--- config.mk ---
export PLATFORM = sky130hd
export DESIGN_NAME = spi_burst_slave
export DESIGN_NICKNAME = d
export VERILOG_FILES = /design/src/rtl/spi_burst_slave.sv
export SDC_FILE = /design/constraint.sdc
export NUM_CORES = 1
export LEC_CHECK = 0
export CAP_MARGIN = 20
export CORE_AREA = 2 2 117 119
export DETAILED_ROUTE_END_ITERATION = 8
export DIE_AREA = 0 0 119 121
export PLACE_DENSITY = 0.83
export SLEW_MARGIN = 30
export SYNTH_ARGS = -nofsm -noshare
export SYNTH_HDL_FRONTEND = slang
export SYNTH_SLANG_ARGS = --single-unit
--- constraint.sdc ---
create_clock -name clk -period 4.61 [get_ports clk]
set_input_delay 1.1525 -clock clk [delete_from_list [all_inputs] [get_ports clk]]
set_output_delay 1.1525 -clock clk [all_outputs]
set_load 0.1 [all_outputs]
--- src/rtl/spi_burst_slave.sv ---
// spi_burst_slave
//   SPI slave (1/2/4 data lanes) that decodes a header of address then
//   command, and then moves one word (or a burst of words) of write or read
//   data. All logic runs on clk. sclk and cs_n are synchronized and
//   edge-detected internally.
//
// Ports
//   clk, reset_n       system clock, asynchronous active-low reset
//   sclk, cs_n         SPI clock and chip select (asynchronous to clk)
//   mosi[3:0]          master data lanes, lane 0 = lowest bit
//   spi_mode[1:0]      01 = 1 lane, 10 = 2 lanes, 11 = 4 lanes, 00 = frame ignored
//   miso[3:0], miso_oe slave data lanes and their drive enable
//   addr, cmd          transfer address and latched command (bit2 write, bit1 burst)
//   hdr_valid          one-clk pulse when the header has been received
//   wr_valid, wdata    one-clk pulse with the received write word
//   rd_req             one-clk read request for addr
//   rd_ack, rdata      read data strobe and word
//   busy               frame in progress
//   err_rd_late        sticky: read data was not available in time
module spi_burst_slave #(
  parameter int ADDR_W   = 20,
  parameter int CMD_W    = 4,
  parameter int DATA_W   = 16,
  parameter int TURN_CYC = 4
) (
  input  logic              clk,
  input  logic              reset_n,
  input  logic              sclk,
  input  logic              cs_n,
  input  logic [3:0]        mosi,
  input  logic [1:0]        spi_mode,
  output logic [3:0]        miso,
  output logic              miso_oe,
  output logic [ADDR_W-1:0] addr,
  output logic [CMD_W-1:0]  cmd,
  output logic              hdr_valid,
  output logic              wr_valid,
  output logic [DATA_W-1:0] wdata,
  output logic              rd_req,
  input  logic              rd_ack,
  input  logic [DATA_W-1:0] rdata,
  output logic              busy,
  output logic              err_rd_late
);

  localparam int HDR_BITS = ADDR_W + CMD_W;
  localparam int MAX_BITS = (HDR_BITS > DATA_W) ? HDR_BITS : DATA_W;
  localparam int CNT_W    = $clog2(MAX_BITS + 1);
  localparam int TURN_W   = (TURN_CYC > 1) ? $clog2(TURN_CYC) : 1;

  localparam logic [2:0] S_IDLE  = 3'd0;
  localparam logic [2:0] S_HDR   = 3'd1;
  localparam logic [2:0] S_TURN  = 3'd2;
  localparam logic [2:0] S_DATA  = 3'd3;
  localparam logic [2:0] S_ABORT = 3'd4;  // disabled-mode frame, wait for cs_n high

  // ---------------------------------------------------------------------------
  // Synchronizers and edge strobes. The strobes are registered so they appear
  // 3 clk after the pad transition.
  // ---------------------------------------------------------------------------
  logic sclk_s1, sclk_s2, sclk_s3;
  logic cs_s1, cs_s2, cs_s3;
  logic sclk_rise, sclk_fall;
  logic cs_fall, cs_high;

  // NOTE: sequential state is assigned with <= so every flop samples the
  // pre-edge value of its neighbours; blocking here would collapse the chain.
  always_ff @(posedge clk or negedge reset_n) begin
    if (!reset_n) begin
      sclk_s1   <= 1'b0;
      sclk_s2   <= 1'b0;
      sclk_s3   <= 1'b0;
      sclk_rise <= 1'b0;
      sclk_fall <= 1'b0;
      cs_s1     <= 1'b0;
      cs_s2     <= 1'b0;
      cs_s3     <= 1'b0;
    end else begin
      sclk_s1   <= sclk;
      sclk_s2   <= sclk_s1;
      sclk_s3   <= sclk_s2;
      sclk_rise <= sclk_s2 & ~sclk_s3;
      sclk_fall <= ~sclk_s2 & sclk_s3;
      cs_s1     <= cs_n;
      cs_s2     <= cs_s1;
      cs_s3     <= cs_s2;
    end
  end

  // The synchronizer resets to 0, so a reset released while cs_n is already
  // low never produces a falling edge: the block waits for a fresh frame.
  assign cs_fall = cs_s3 & ~cs_s2;
  assign cs_high = cs_s2;

  // ---------------------------------------------------------------------------
  // Frame state
  // ---------------------------------------------------------------------------
  logic [2:0]          state;
  logic [2:0]          lanes;     // 1, 2 or 4 for the current frame
  logic [CNT_W-1:0]    bit_cnt;
  logic [TURN_W-1:0]   turn_cnt;
  logic [HDR_BITS-1:0] hdr_sr;
  logic [DATA_W-1:0]   wsr;
  logic [DATA_W-1:0]   tx_sr;
  logic [DATA_W-1:0]   rdata_q;
  logic                rd_wait;   // request outstanding, rd_ack accepted
  logic                rd_have;   // rdata_q holds the word for this slot

  logic [CNT_W-1:0]    step;
  logic [CNT_W-1:0]    cnt_next;
  logic                hdr_last;
  logic                data_last;
  logic                turn_last;
  logic [HDR_BITS-1:0] hdr_next;
  logic [DATA_W-1:0]   data_next;

  // NOTE: every always_comb output gets a default first so no path leaves a
  // value unassigned, which would otherwise infer a latch.
  always_comb begin
    step      = CNT_W'(lanes);
    cnt_next  = bit_cnt + step;
    hdr_last  = (cnt_next == CNT_W'(HDR_BITS));
    data_last = (cnt_next == CNT_W'(DATA_W));
    turn_last = (turn_cnt == TURN_W'(TURN_CYC - 1));
    hdr_next  = hdr_sr;
    data_next = wsr;
    // LSB first: new bits enter at the top and move down as the word fills.
    case (lanes)
      3'd4: begin
        hdr_next  = {mosi, hdr_sr[HDR_BITS-1:4]};
        data_next = {mosi, wsr[DATA_W-1:4]};
      end
      3'd2: begin
        hdr_next  = {mosi[1:0], hdr_sr[HDR_BITS-1:2]};
        data_next = {mosi[1:0], wsr[DATA_W-1:2]};
      end
      default: begin
        hdr_next  = {mosi[0], hdr_sr[HDR_BITS-1:1]};
        data_next = {mosi[0], wsr[DATA_W-1:1]};
      end
    endcase
  end

  // Low lanes of a word, unused lanes forced to 0.
  function automatic logic [3:0] lane_out(input logic [DATA_W-1:0] w,
                                          input logic [2:0] l);
    case (l)
      3'd4:    lane_out = w[3:0];
      3'd2:    lane_out = {2'b00, w[1:0]};
      default: lane_out = {3'b000, w[0]};
    endcase
  endfunction

  // NOTE: the shift registers and captured read word are reset along with the
  // control state, so nothing observable depends on power-up contents.
  always_ff @(posedge clk or negedge reset_n) begin
    if (!reset_n) begin
      state       <= S_IDLE;
      lanes       <= 3'd0;
      bit_cnt     <= '0;
      turn_cnt    <= '0;
      hdr_sr      <= '0;
      wsr         <= '0;
      tx_sr       <= '0;
      rdata_q     <= '0;
      rd_wait     <= 1'b0;
      rd_have     <= 1'b0;
      addr        <= '0;
      cmd         <= '0;
      wdata       <= '0;
      miso        <= '0;
      hdr_valid   <= 1'b0;
      wr_valid    <= 1'b0;
      rd_req      <= 1'b0;
      err_rd_late <= 1'b0;
    end else begin
      hdr_valid <= 1'b0;
      wr_valid  <= 1'b0;
      rd_req    <= 1'b0;

      if (rd_ack && rd_wait) begin
        rdata_q <= rdata;
        rd_have <= 1'b1;
        rd_wait <= 1'b0;
      end

      // Burst writes advance the address once the completed word has been
      // presented with its own address.
      if (wr_valid && cmd[1]) addr <= addr + ADDR_W'(1);

      if (state != S_DATA || cmd[2]) miso <= '0;

      case (state)
        S_IDLE: begin
          if (cs_fall) begin
            bit_cnt  <= '0;
            turn_cnt <= '0;
            rd_wait  <= 1'b0;
            rd_have  <= 1'b0;
            if (spi_mode == 2'b00) begin
              state <= S_ABORT;
            end else begin
              case (spi_mode)
                2'b01:   lanes <= 3'd1;
                2'b10:   lanes <= 3'd2;
                default: lanes <= 3'd4;
              endcase
              err_rd_late <= 1'b0;
              state       <= S_HDR;
            end
          end
        end

        S_HDR: begin
          if (sclk_rise) begin
            hdr_sr <= hdr_next;
            if (hdr_last) begin
              addr      <= hdr_next[ADDR_W-1:0];
              cmd       <= hdr_next[HDR_BITS-1:ADDR_W];
              hdr_valid <= 1'b1;
              bit_cnt   <= '0;
              if (hdr_next[ADDR_W+2]) begin
                state <= S_DATA;
              end else begin
                state   <= S_TURN;
                rd_req  <= 1'b1;
                rd_wait <= 1'b1;
                rd_have <= 1'b0;
              end
            end else begin
              bit_cnt <= cnt_next;
            end
          end
        end

        S_TURN: begin
          if (sclk_rise) begin
            if (turn_last) begin
              turn_cnt <= '0;
              bit_cnt  <= '0;
              state    <= S_DATA;
            end else begin
              turn_cnt <= turn_cnt + TURN_W'(1);
            end
          end
        end

        S_DATA: begin
          if (cmd[2]) begin
            if (sclk_rise) begin
              wsr <= data_next;
              if (data_last) begin
                wdata    <= data_next;
                wr_valid <= 1'b1;
                bit_cnt  <= '0;
                if (!cmd[1]) state <= S_IDLE;
              end else begin
                bit_cnt <= cnt_next;
              end
            end
          end else begin
            // The bit counter advances on rising strobes (master samples), so
            // a zero count on a falling strobe marks the first shift of a word.
            if (sclk_fall) begin
              if (bit_cnt == '0) begin
                if (rd_have) begin
                  miso  <= lane_out(rdata_q, lanes);
                  tx_sr <= rdata_q >> lanes;
                end else begin
                  // Too late: send zeros and drop any ack still to come.
                  miso        <= '0;
                  tx_sr       <= '0;
                  err_rd_late <= 1'b1;
                  rd_wait     <= 1'b0;
                end
              end else begin
                miso  <= lane_out(tx_sr, lanes);
                tx_sr <= tx_sr >> lanes;
              end
            end
            if (sclk_rise) begin
              if (data_last) begin
                bit_cnt <= '0;
                if (cmd[1] && !cs_high) begin
                  state   <= S_TURN;
                  addr    <= addr + ADDR_W'(1);
                  rd_req  <= 1'b1;
                  rd_wait <= 1'b1;
                  rd_have <= 1'b0;
                end else begin
                  state <= S_IDLE;
                end
              end else begin
                bit_cnt <= cnt_next;
              end
            end
          end
        end

        S_ABORT: ;

        default: state <= S_IDLE;
      endcase

      // Chip select release ends any frame. A word finishing in this same clk
      // has already been completed above.
      if (cs_high && state != S_IDLE) state <= S_IDLE;
    end
  end

  assign busy    = (state != S_IDLE);
  assign miso_oe = (state == S_DATA) && !cmd[2];

endmodule

Fig. 1: routing congestion
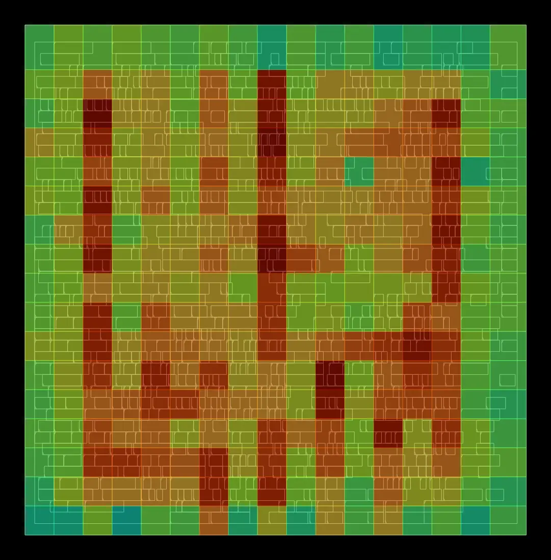
WL/cell: 18.65 um
met2 Usage GRT: 45.65%
M3 GR Usage: 4.840%
M1 GR Usage: 41.56%
GRT Total Usage: 29.35%

Fig. 2: where the registers sit
Bar = 20 um.
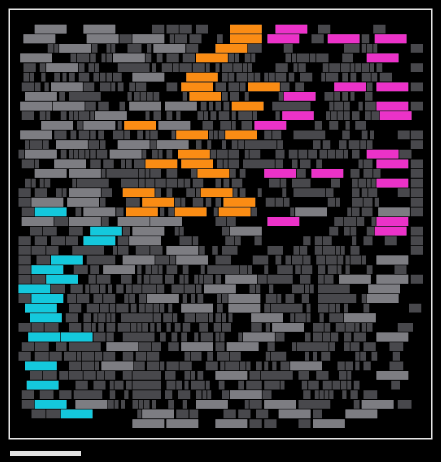
- hdr_sr: orange (placed flops 23)
- addr: magenta (placed flops 20)
- rdata_q: cyan (placed flops 16)
- not colored: 82

Fig. 3: metal layers overlaid
Bar = 20 um. Two of the layers only.
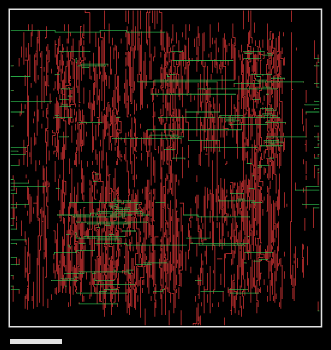
- M3: green (wire length 1360 um)
- M2: red (wire length 9530 um)

Fig. 4: placed cells, one color a class
Bar = 20 um. Fill, decap, tap and diode cells in gray.
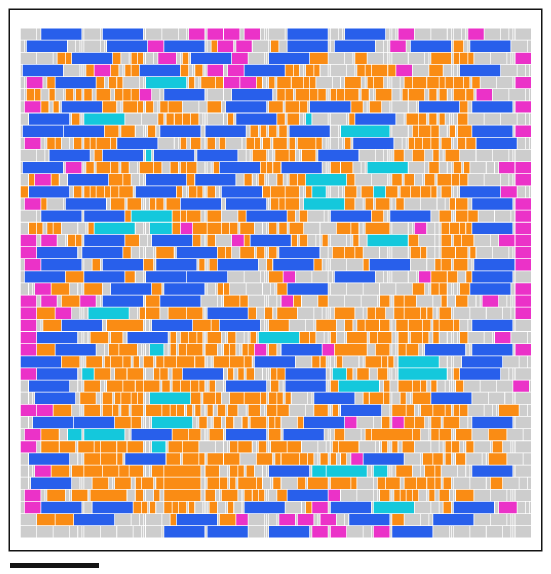
- remaining logic cells: orange (cells 647; share of their area 45%)
- remaining buffers and delay cells: magenta (cells 90; share of their area 9.6%)
- clock drivers and dummy loads: cyan (cells 31; share of their area 6.4%)
- registers: blue (cells 141; share of their area 39%)
final core occ: 71.11%
core area: 13090 um2
row count: 42
Seq area share: 37.92%
Finished Cell Area: 9305 um2

Fig. 5: cell density map
12 x 12 tiles, from black (low) to pale yellow (high), 0 to 100% covered.
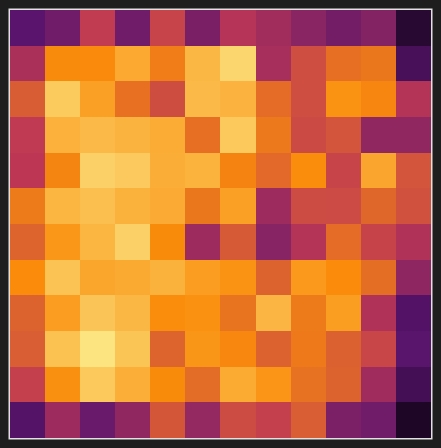
- densest ninth of the die: middle left
- mean over tiles: 63%
- fullest tile: 94%
- tiles over 75% full: 35%
fp_density: 60.02%

==> qor.yml <==
globalplace.congestion: 0.9388
mostFrequentLayoutCell: "dfrtp_1"
clkLatencyLatePin_ps: 420
cts_setup_buffers: 0
cp.required_ps: 3460
nWellTaps: 176
async_flop_share_pct: 100.0
drive_gt1_share_pct: 10.12
most-common-layout-cells: "141 x dfrtp_1, 106 x a21oi_1, 90 x nand2_1, 74 x clkdlybuf4s50_1, 70 x nor2_1"
setup_viol: 0
port-buffer-count: 76
antenna_found_initial: 0
slowest_delay_ps: 980
synth.distinct_cells: 65
drt_iter0_drc: 975
grt.overflow.total: 0
ys_chip_area_um2: 7854
rsz0062_at_grt: "false"
startpoint_type: "flop"
area_growth_pct: 18.48
clkCellAreaFrac_pct: 6.266
netlist_instances: 849
top_register: "hdr_sr"
status: "complete, no violations"
ys.flop_type: "dfrtp_1"
grt_pass1_vias: 6628
path_buffers: 1
maxSlewViolCount: 0
firstDrtPassIters: 6
crit_start: "state[1]$_DFFE_PN0P_"
cts-buffers-inserted: 17
cp_max_fo: 14
logic_gates: 627
dp_slack_ps: 1407
## cells by family (layout without fill, tap and decap cells)
family	Yosys count	after routing	synth area share (%)
AND-OR/OR-AND	294	294	24.26
AND/OR/NAND/NOR	253	253	14.93
flip-flops	141	141	44.93
buffers and inverters	81	141	4.110
multiplexers	67	67	9.798
adder cells (fa/ha/maj)	9	9	1.529
XOR/XNOR	4	4	0.4462
## power by group
group | internal (mW) | total [mW] | switching (mW)
logic | 0.876 | 2.35 | 1.47
clock network | 0.816 | 1.36 | 0.543
registers | 1.48 | 1.76 | 0.286
total | 3.17 | 5.47 | 2.30
## worst paths after layout
path / end / slack, ps / cells after the start
max: busy / 1050 / 2
min: cs_high$_DFF_PN0_ / 350 / 0
max reg2reg: addr[14]$_DFF_PN0_ / 1280 / 8
min reg2reg: cs_high$_DFF_PN0_ / 350 / 0
max in group asynchronous: rdata_q[12]$_DFFE_PN0P_ / 2910 / 2
min in group asynchronous: turn_cnt[1]$_DFFE_PN0P_ / 740 / 1
## cell usage after synthesis, drive strengths merged, types with 7 or more instances
cell type | instances | area [um2]
a211oi | 18 | 135.1
or3 | 8 | 50.05
nand2 | 90 | 337.8
o21ai | 52 | 260.3
nor2 | 71 | 266.5
a21oi | 106 | 530.5
dfrtp | 141 | 3528
ha | 8 | 100.1
inv | 20 | 75.07
mux2 | 29 | 326.6
a22o | 34 | 297.8
nor3 | 7 | 35.03
clkbuf | 46 | 172.7
and2 | 7 | 43.79
o22ai | 8 | 50.05
nand3 | 20 | 100.1
nand2b | 8 | 50.05
buf | 15 | 75.07
o22a | 9 | 78.83
mux2i | 33 | 330.3
a31oi | 9 | 56.30
## per-layer routing
layer  vias to the layer above  global-route usage (%)
met5                         -                       0
met3                        41                   4.840
li1                       3221                       -
met2                       329                   45.65
met4                         0                   11.16
met1                      3404                   41.56
No activity file was given, so power comes from the tool's default toggle rates.
